File: src/rtl/data_mem_arbiter_if.sv
// data_mem_arbiter_if: bundles both requester ports, the memory side and busy for data_mem_arbiter
//   slave  : arbiter view (requests/mem_rdata in; grants, done, rdata, mem strobes, busy out)
//   master : requester/memory view (the mirror of slave)
interface data_mem_arbiter_if #(
   parameter int AWIDTH = 11,
   parameter int DWIDTH = 16
);
   logic              req0, we0, gnt0, done0;
   logic [AWIDTH-1:0] addr0;
   logic [DWIDTH-1:0] wdata0, rdata0;
   logic              req1, we1, gnt1, done1;
   logic [AWIDTH-1:0] addr1;
   logic [DWIDTH-1:0] wdata1, rdata1;
   logic              mem_wr, mem_rd, busy;
   logic [AWIDTH-1:0] mem_addr;
   logic [DWIDTH-1:0] mem_wdata, mem_rdata;
   modport slave (
      input  req0, we0, addr0, wdata0, req1, we1, addr1, wdata1, mem_rdata,
      output gnt0, done0, rdata0, gnt1, done1, rdata1, mem_wr, mem_rd, mem_addr, mem_wdata, busy
   );
   modport master (
      output req0, we0, addr0, wdata0, req1, we1, addr1, wdata1, mem_rdata,
      input  gnt0, done0, rdata0, gnt1, done1, rdata1, mem_wr, mem_rd, mem_addr, mem_wdata, busy
   );
endinterface

File: src/rtl/data_mem_arbiter.sv
// data_mem_arbiter: two-port arbiter onto a single-cycle data memory (IDLE -> ACCESS -> RESP)
//   clk, rst : clock and synchronous active-high reset
//   bus      : data_mem_arbiter_if.slave (req/we/addr/wdata/gnt/done/rdata per port, mem_* side, busy)
//   ARB_ROUND_ROBIN_EN : when defined, ties go to the port not granted last; otherwise port 0 wins
module data_mem_arbiter #(
   parameter int AWIDTH = 11,
   parameter int DWIDTH = 16
) (
   input logic clk,
   input logic rst,
   data_mem_arbiter_if.slave bus
);
   localparam logic [1:0] IDLE = 2'd0, ACCESS = 2'd1, RESP = 2'd2;
   logic [1:0]        state;
   logic              win, l_we, pick, acc, rsp, start;
   logic [AWIDTH-1:0] l_addr;
   logic [DWIDTH-1:0] l_wdata, rd0, rd1;
   assign acc   = state == ACCESS;
   assign rsp   = state == RESP;
   assign start = state == IDLE && (bus.req0 || bus.req1);
`ifdef ARB_ROUND_ROBIN_EN
   logic last;
   assign pick = (bus.req0 && bus.req1) ? ~last : bus.req1;
   always_ff @(posedge clk)
      if (rst) last <= 1'b1;
      else if (start) last <= pick;
`else
   assign pick = ~bus.req0;
`endif
   always_ff @(posedge clk) begin
      if (rst) begin
         state   <= IDLE;
         win     <= 1'b0;
         l_we    <= 1'b0;
         l_addr  <= '0;
         l_wdata <= '0;
         rd0     <= '0;
         rd1     <= '0;
      end else begin
         case (state)
            IDLE: if (start) begin
               win     <= pick;
               l_we    <= pick ? bus.we1 : bus.we0;
               l_addr  <= pick ? bus.addr1 : bus.addr0;
               l_wdata <= pick ? bus.wdata1 : bus.wdata0;
               state   <= ACCESS;
            end
            ACCESS: begin
               if (!l_we && !win) rd0 <= bus.mem_rdata;
               if (!l_we && win) rd1 <= bus.mem_rdata;
               state <= RESP;
            end
            default: state <= IDLE;
         endcase
      end
   end
   // done is masked by rst so a reset landing in RESP aborts without a completion pulse
   assign bus.gnt0      = (acc || rsp) && !win;
   assign bus.gnt1      = (acc || rsp) && win;
   assign bus.done0     = rsp && !win && !rst;
   assign bus.done1     = rsp && win && !rst;
   assign bus.rdata0    = rd0;
   assign bus.rdata1    = rd1;
   assign bus.mem_wr    = acc && l_we;
   assign bus.mem_rd    = acc && !l_we;
   assign bus.mem_addr  = acc ? l_addr : '0;
   assign bus.mem_wdata = acc ? l_wdata : '0;
   assign bus.busy      = state != IDLE;
endmodule

File: src/flat_wrapper.sv
// flat-port wrapper written by rule: the top's interface ports become plain ports
module data_mem_arbiter_flat 
#(
   parameter int AWIDTH = 11,
   parameter int DWIDTH = 16
)
  (clk, rst, bus_req0, bus_we0, bus_addr0, bus_wdata0, bus_req1, bus_we1, bus_addr1, bus_wdata1, bus_mem_rdata, bus_gnt0, bus_done0, bus_rdata0, bus_gnt1, bus_done1, bus_rdata1, bus_mem_wr, bus_mem_rd, bus_mem_addr, bus_mem_wdata, bus_busy);
  data_mem_arbiter_if #(.AWIDTH(AWIDTH), .DWIDTH(DWIDTH)) bus_i ();
  input logic clk;
  input logic rst;
  input wire logic [$bits(bus_i.req0)-1:0] bus_req0;
  input wire logic [$bits(bus_i.we0)-1:0] bus_we0;
  input wire logic [$bits(bus_i.addr0)-1:0] bus_addr0;
  input wire logic [$bits(bus_i.wdata0)-1:0] bus_wdata0;
  input wire logic [$bits(bus_i.req1)-1:0] bus_req1;
  input wire logic [$bits(bus_i.we1)-1:0] bus_we1;
  input wire logic [$bits(bus_i.addr1)-1:0] bus_addr1;
  input wire logic [$bits(bus_i.wdata1)-1:0] bus_wdata1;
  input wire logic [$bits(bus_i.mem_rdata)-1:0] bus_mem_rdata;
  output wire logic [$bits(bus_i.gnt0)-1:0] bus_gnt0;
  output wire logic [$bits(bus_i.done0)-1:0] bus_done0;
  output wire logic [$bits(bus_i.rdata0)-1:0] bus_rdata0;
  output wire logic [$bits(bus_i.gnt1)-1:0] bus_gnt1;
  output wire logic [$bits(bus_i.done1)-1:0] bus_done1;
  output wire logic [$bits(bus_i.rdata1)-1:0] bus_rdata1;
  output wire logic [$bits(bus_i.mem_wr)-1:0] bus_mem_wr;
  output wire logic [$bits(bus_i.mem_rd)-1:0] bus_mem_rd;
  output wire logic [$bits(bus_i.mem_addr)-1:0] bus_mem_addr;
  output wire logic [$bits(bus_i.mem_wdata)-1:0] bus_mem_wdata;
  output wire logic [$bits(bus_i.busy)-1:0] bus_busy;
  assign bus_i.req0 = bus_req0;
  assign bus_i.we0 = bus_we0;
  assign bus_i.addr0 = bus_addr0;
  assign bus_i.wdata0 = bus_wdata0;
  assign bus_i.req1 = bus_req1;
  assign bus_i.we1 = bus_we1;
  assign bus_i.addr1 = bus_addr1;
  assign bus_i.wdata1 = bus_wdata1;
  assign bus_i.mem_rdata = bus_mem_rdata;
  assign bus_gnt0 = bus_i.gnt0;
  assign bus_done0 = bus_i.done0;
  assign bus_rdata0 = bus_i.rdata0;
  assign bus_gnt1 = bus_i.gnt1;
  assign bus_done1 = bus_i.done1;
  assign bus_rdata1 = bus_i.rdata1;
  assign bus_mem_wr = bus_i.mem_wr;
  assign bus_mem_rd = bus_i.mem_rd;
  assign bus_mem_addr = bus_i.mem_addr;
  assign bus_mem_wdata = bus_i.mem_wdata;
  assign bus_busy = bus_i.busy;
  data_mem_arbiter #(.AWIDTH(AWIDTH), .DWIDTH(DWIDTH)) u_core (.clk(clk), .rst(rst), .bus(bus_i));
endmodule
File: config.mk
export PLATFORM = sky130hd
export DESIGN_NAME = data_mem_arbiter_flat
export DESIGN_NICKNAME = d
export VERILOG_FILES = /design/src/rtl/data_mem_arbiter_if.sv /design/src/rtl/data_mem_arbiter.sv /design/src/flat_wrapper.sv
export SDC_FILE = /design/constraint.sdc
export NUM_CORES = 1
export LEC_CHECK = 0
export CORE_MARGIN = 2
export CORE_UTILIZATION = 45
export CTS_BUF_LIST = sky130_fd_sc_hd__clkbuf_2
export CTS_CLUSTER_DIAMETER = 50
export CTS_CLUSTER_SIZE = 25
export DETAILED_ROUTE_END_ITERATION = 10
export HOLD_SLACK_MARGIN = 0.15
export PLACE_DENSITY = 0.87
export SETUP_SLACK_MARGIN = 0.02
export SLEW_MARGIN = 0
export SYNTH_ARGS = -nofsm -noshare
export SYNTH_HDL_FRONTEND = slang
export SYNTH_SLANG_ARGS = --single-unit
File: constraint.sdc
create_clock -name clk -period 3.2 [get_ports clk]
set_input_delay 0.48 -clock clk [delete_from_list [all_inputs] [get_ports clk]]
set_output_delay 0.48 -clock clk [all_outputs]
set_load 0.01 [all_outputs]
==> flow_summary_export.csv, run 1 <==
group,metric,value,unit
run_status,status,"complete, no violations",
critical_path,crit_path_start_kind,"register",
hold_path,min_path_type,"reg2reg",
critical_path,ff2ff_setup_slack,1380,ps
final_layout,areaGrowthSynthToFinish,46.9,%
floorplan,die_w,87.0,um
grt,gr-max-usage-layer,"met2",
synth,synth-seq-cells,63,
routing,initialDrtViolationCount,76,
clock_tree,ctsResizeCount,0,
final_layout,stdcell_area,4550,um^2
place,gp_congestion,0.765,
grt,grt_util_met1,24.2,%
place,pre_cts_ws,840,ps
hold_path,worstHoldEndpoint,"u_core.bus.rdata1[11]",
hold_path,whs_path_depth,2,
synth,yosys_area,3100,um^2
critical_path,arrival,2360,ps
final_layout,drive_above_1_share,5.47,%
critical_path,crit_type,"reg2out",
synth,top_area_share,40.7,%
timing,setup_viol,0,
floorplan,ios,142,
clock_tree,cts_tree,"done",
place,io_buffer_count,141,
synth,adder_share,1.62,%
routing,antenna_left,0,
synth,yosys_cells,307,
power_and_ir_drop,peakVddDrop,162,uV
critical_path,crit_fanout,28,
clock_tree,cts.sinks,63,
timing,relSlewSlack,38.5,%
synth,avgSynthCellArea,10.1,um^2
synth,logic_family,"simple AND/OR/NAND/NOR gates",
critical_path,crit-reg2reg-launch,"u_core.state[0]",
clock_tree,postCtsSetupBuffers,0,
critical_path,worst_path_largest_cell_delay,680,ps
routing,wl_met2,4210,um
routing,top_layer,"met4",
critical_path,reg2regPathDepth,5,
grt,grt_pass1_vias,2653,
critical_path,cpMaxStageDelayCell,"ha_1",
routing,via_count,2622,
floorplan,die_y,87.0,um
clock_tree,htreeDepth,3,
synth,yosys-mux-area-fraction,19.7,%
-- run 1: where the power goes --
part           leakage (nW)  internal, mW  switching, mW
logic                  1.20         0.261          0.189
clock network        0.0527        0.0950          0.249
registers             0.515         0.848         0.0363
total                  1.76          1.20          0.474
-- run 1: per-stage QoR --
stage | total power, mW | utilization (%) | instances
2_1_floorplan | 1.13 | - | 307
3_3_place_gp | 1.34 | 66.7 | 505
3_5_place_dp | 1.35 | 66.7 | 505
4_1_cts | 1.69 | 67.7 | 519
5_1_grt | 1.76 | 67.7 | 519
6_report | 1.68 | 67.7 | 519
-- run 1: Yosys cell counts --
master	count
and2_1	28
buf_6	2
nor2_1	1
nor2b_1	1
buf_4	1
a21oi_1	2
buf_12	1
nand2b_1	79
or3b_1	1
o32ai_1	28
and2_2	1
and2b_2	1
mux2i_1	61
dfxtp_1	63
and3b_2	2
inv_1	3
nor3b_1	2
buf_2	12
ha_1	4
clkbuf_1	12
o21a_1	1
a211oi_1	1
-- run 1: cells by family after synthesis --
group	after synthesis
muxes	61
AOI/OAI and AO/OA	32
buffers and inverters	31
DFF	63
adders and majority gates	4
and+or+nand+nor	116
-- run 1: layout make-up --
| type | count | area share, % |
|---|---|---|
| Multi-Input combinational cell | 213 | 36.8 |
| Inverter | 3 | 0.247 |
| Clock buffer | 11 | 1.21 |
| Tap cell | 80 | 2.20 |
| Timing Repair Buffer | 146 | 31.6 |
| Clock inverter | 3 | 0.275 |
| Sequential cell | 63 | 27.7 |
-- run 1: worst max-delay path by stage --
stage                              endpoint  depth (start not counted)
after global routing      bus_mem_wdata[10]                          4
final                      bus_mem_wdata[8]                          4
after detailed placement    bus_mem_addr[7]                          4
after floorplan                   bus_done0                          3
after global placement      bus_mem_addr[7]                          4
after CTS                   bus_mem_addr[7]                          4
### Clock network drawn from the DEF, run 1

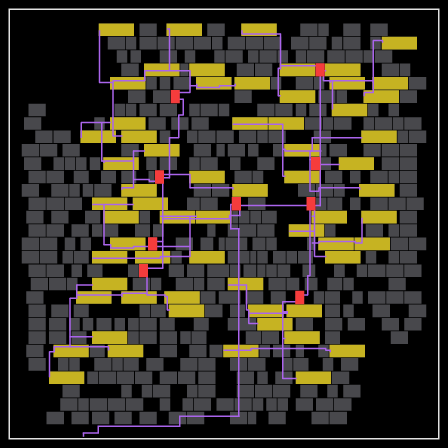
Key: red = cells driving clock nets [count 9]; purple = clock wires [length 715 um]; yellow = flip-flops [count 63]
Position of the flops: widely spread. There are 10 routed clock nets.
clk_skew: 24.9 ps
clock power share: 20.5%
Clock Power: 344 uW
worst skew pair latency: 440 ps

### Placement density heat map, run 1

9 x 9 tiles, from dark blue (low) to red (high), 0 to 100% covered.
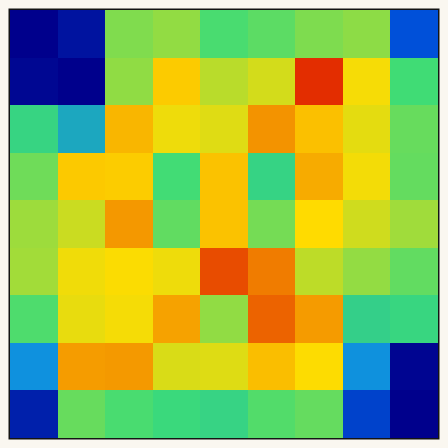
25% of the tiles are over 75% full. The emptiest ninth of the die: upper left. The fullest tile reaches 95%. The mean over all tiles is 59%. 6.2% of the tiles are nearly empty.
FP Core Util: 46.1%
final core utilization: 67.7%
core area: 6720 um^2

### Gate-type map, run 1

The bar under the picture is 20 um long.
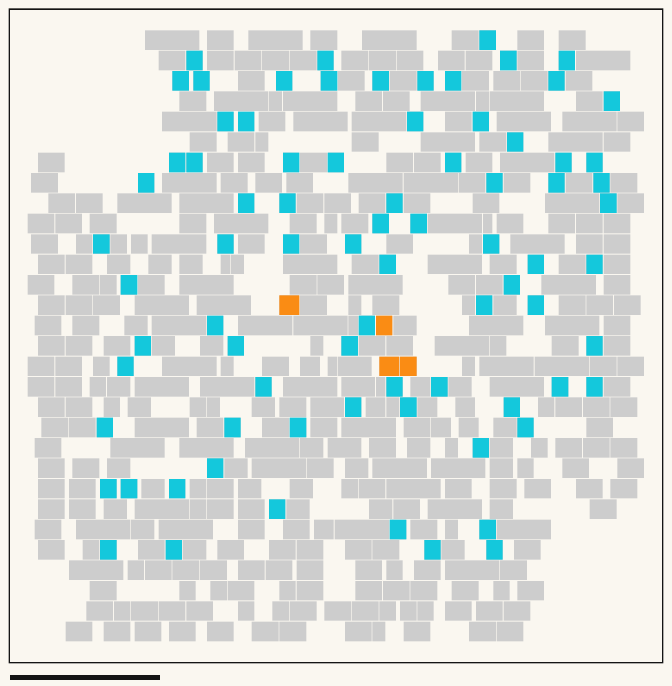
Key: orange = NOR gates [cells 4, most used nor3b_1, where center]; cyan = NAND gates [cells 79, most used nand2b_1, where widely spread]
Cell Count, Final, Fillers Out: 519
dominant logic cell type in the layout: clkdlybuf4s50_1

==> run 2, diff against run 1 <==
--- a/config.mk
+++ b/config.mk
@@ -6,13 +6,13 @@
 export NUM_CORES = 1
 export LEC_CHECK = 0
 export CORE_MARGIN = 2
-export CORE_UTILIZATION = 45
+export CORE_UTILIZATION = 25
 export CTS_BUF_LIST = sky130_fd_sc_hd__clkbuf_2
 export CTS_CLUSTER_DIAMETER = 50
 export CTS_CLUSTER_SIZE = 25
 export DETAILED_ROUTE_END_ITERATION = 10
 export HOLD_SLACK_MARGIN = 0.15
-export PLACE_DENSITY = 0.87
+export PLACE_DENSITY = 0.54
 export SETUP_SLACK_MARGIN = 0.02
 export SLEW_MARGIN = 0
 export SYNTH_ARGS = -nofsm -noshare
### Routing congestion, run 2

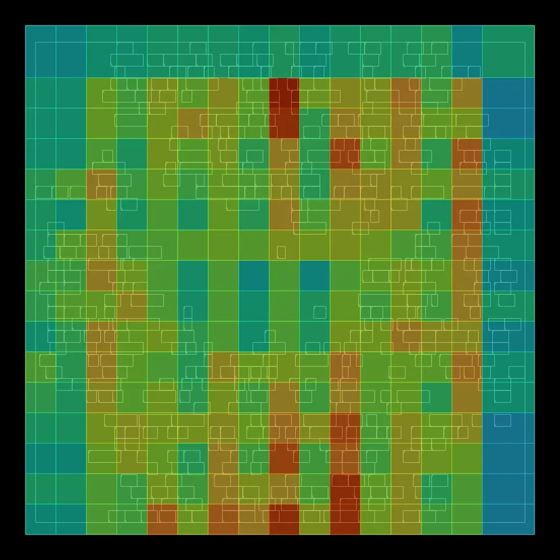
met2 GRT Util: 23.8%
GR Util All Layers: 13.4%

==> run 2 against run 1 <==
  * Setup slack improved by 330 ps
  * Sequential cell count unchanged
  * Core utilization decreased by 28 points
  * Largest power group unchanged
  * Highest routed layer unchanged
  * Sequential power decreased by 0.5%
  * Sequential share of layout area decreased by 1.1 points
==> flow_summary_export.csv, run 2 <==
group,metric,value,unit
run_status,status,"complete, no violations",
critical_path,reg2regPathDepth,5,
timing,skew,25.8,ps
clock_tree,cts_tree,"done",
synth,flop_cell,"dfxtp_1",
floorplan,fp_util,25.7,%
final_layout,drive_above_1_share,6.32,%
floorplan,die_w,115,um
critical_path,ff2ff_setup_slack,1550,ps
synth,yosys_area,3100,um^2
synth,common_cells,"nand2b_1, dfxtp_1, mux2i_1",
floorplan,die_y,115,um
final_layout,stdcell_area,4740,um^2
floorplan,coreArea,12100,um^2
hold_path,worstHoldEndpoint,"u_core.win",
routing,initialDrtViolationCount,96,
floorplan,ios,142,
critical_path,crit_type,"reg2out",
synth,synth-seq-cells,63,
place,pre_cts_ws,990,ps
clock_tree,htreeDepth,3,
final_layout,fin_cells,611,
synth,edf_count,0,
grt,grt_pass1_vias,2650,
critical_path,arrival,2030,ps
[run 2: netlist changes by cell type in the layout (fill, tap and decap cells not counted), sizes merged]
cell / change
bufinv: +2
buf: +2
[run 2: layout make-up]
class	count	share of cell area, %
Multi-Input combinational cell	213	35.3
Timing Repair Buffer	148	30.7
Sequential cell	63	26.6
Tap cell	168	4.44
Clock inverter	5	1.53
Clock buffer	11	1.16
Inverter	3	0.238
[run 2: report_power, final]
| part | switching, mW | total [mW] | internal, mW |
|---|---|---|---|
| Combinational | 0.193 | 0.456 | 0.263 |
| Clock | 0.294 | 0.553 | 0.260 |
| Sequential | 0.0324 | 0.880 | 0.848 |
| Total | 0.519 | 1.89 | 1.37 |
[run 2: logic make-up (layout without fill, tap and decap cells)]
| family | Yosys count | count (layout) | share of synthesized area (%) |
|---|---|---|---|
| muxes | 61 | 61 | 19.7 |
| buffers and inverters | 31 | 167 | 5.37 |
| AOI/OAI and AO/OA | 32 | 32 | 8.72 |
| and+or+nand+nor | 116 | 116 | 23.9 |
| DFF | 63 | 63 | 40.7 |
| adders and majority gates | 4 | 4 | 1.62 |
[run 2: worst max-delay path, cell delays in order, from the launching register on]
cell and delay [ps]:
dfxtp_1 350, inv_1 100, ha_1 150, buf_4 240
and2_1 170, clkdlybuf4s50_1 550
[run 2: routing by layer]
metal | track usage (%) | share of wire [%] | vias up
li1 | - | - | 1323
met1 | 15.7 | 43 | 1243
met2 | 23.8 | 51 | 65
met3 | 2.95 | 4.1 | 14
met4 | 5.46 | 1.9 | 0
met5 | 0 | 0 | -
Power figures rest on the tool's default switching activity, not on a simulated workload.
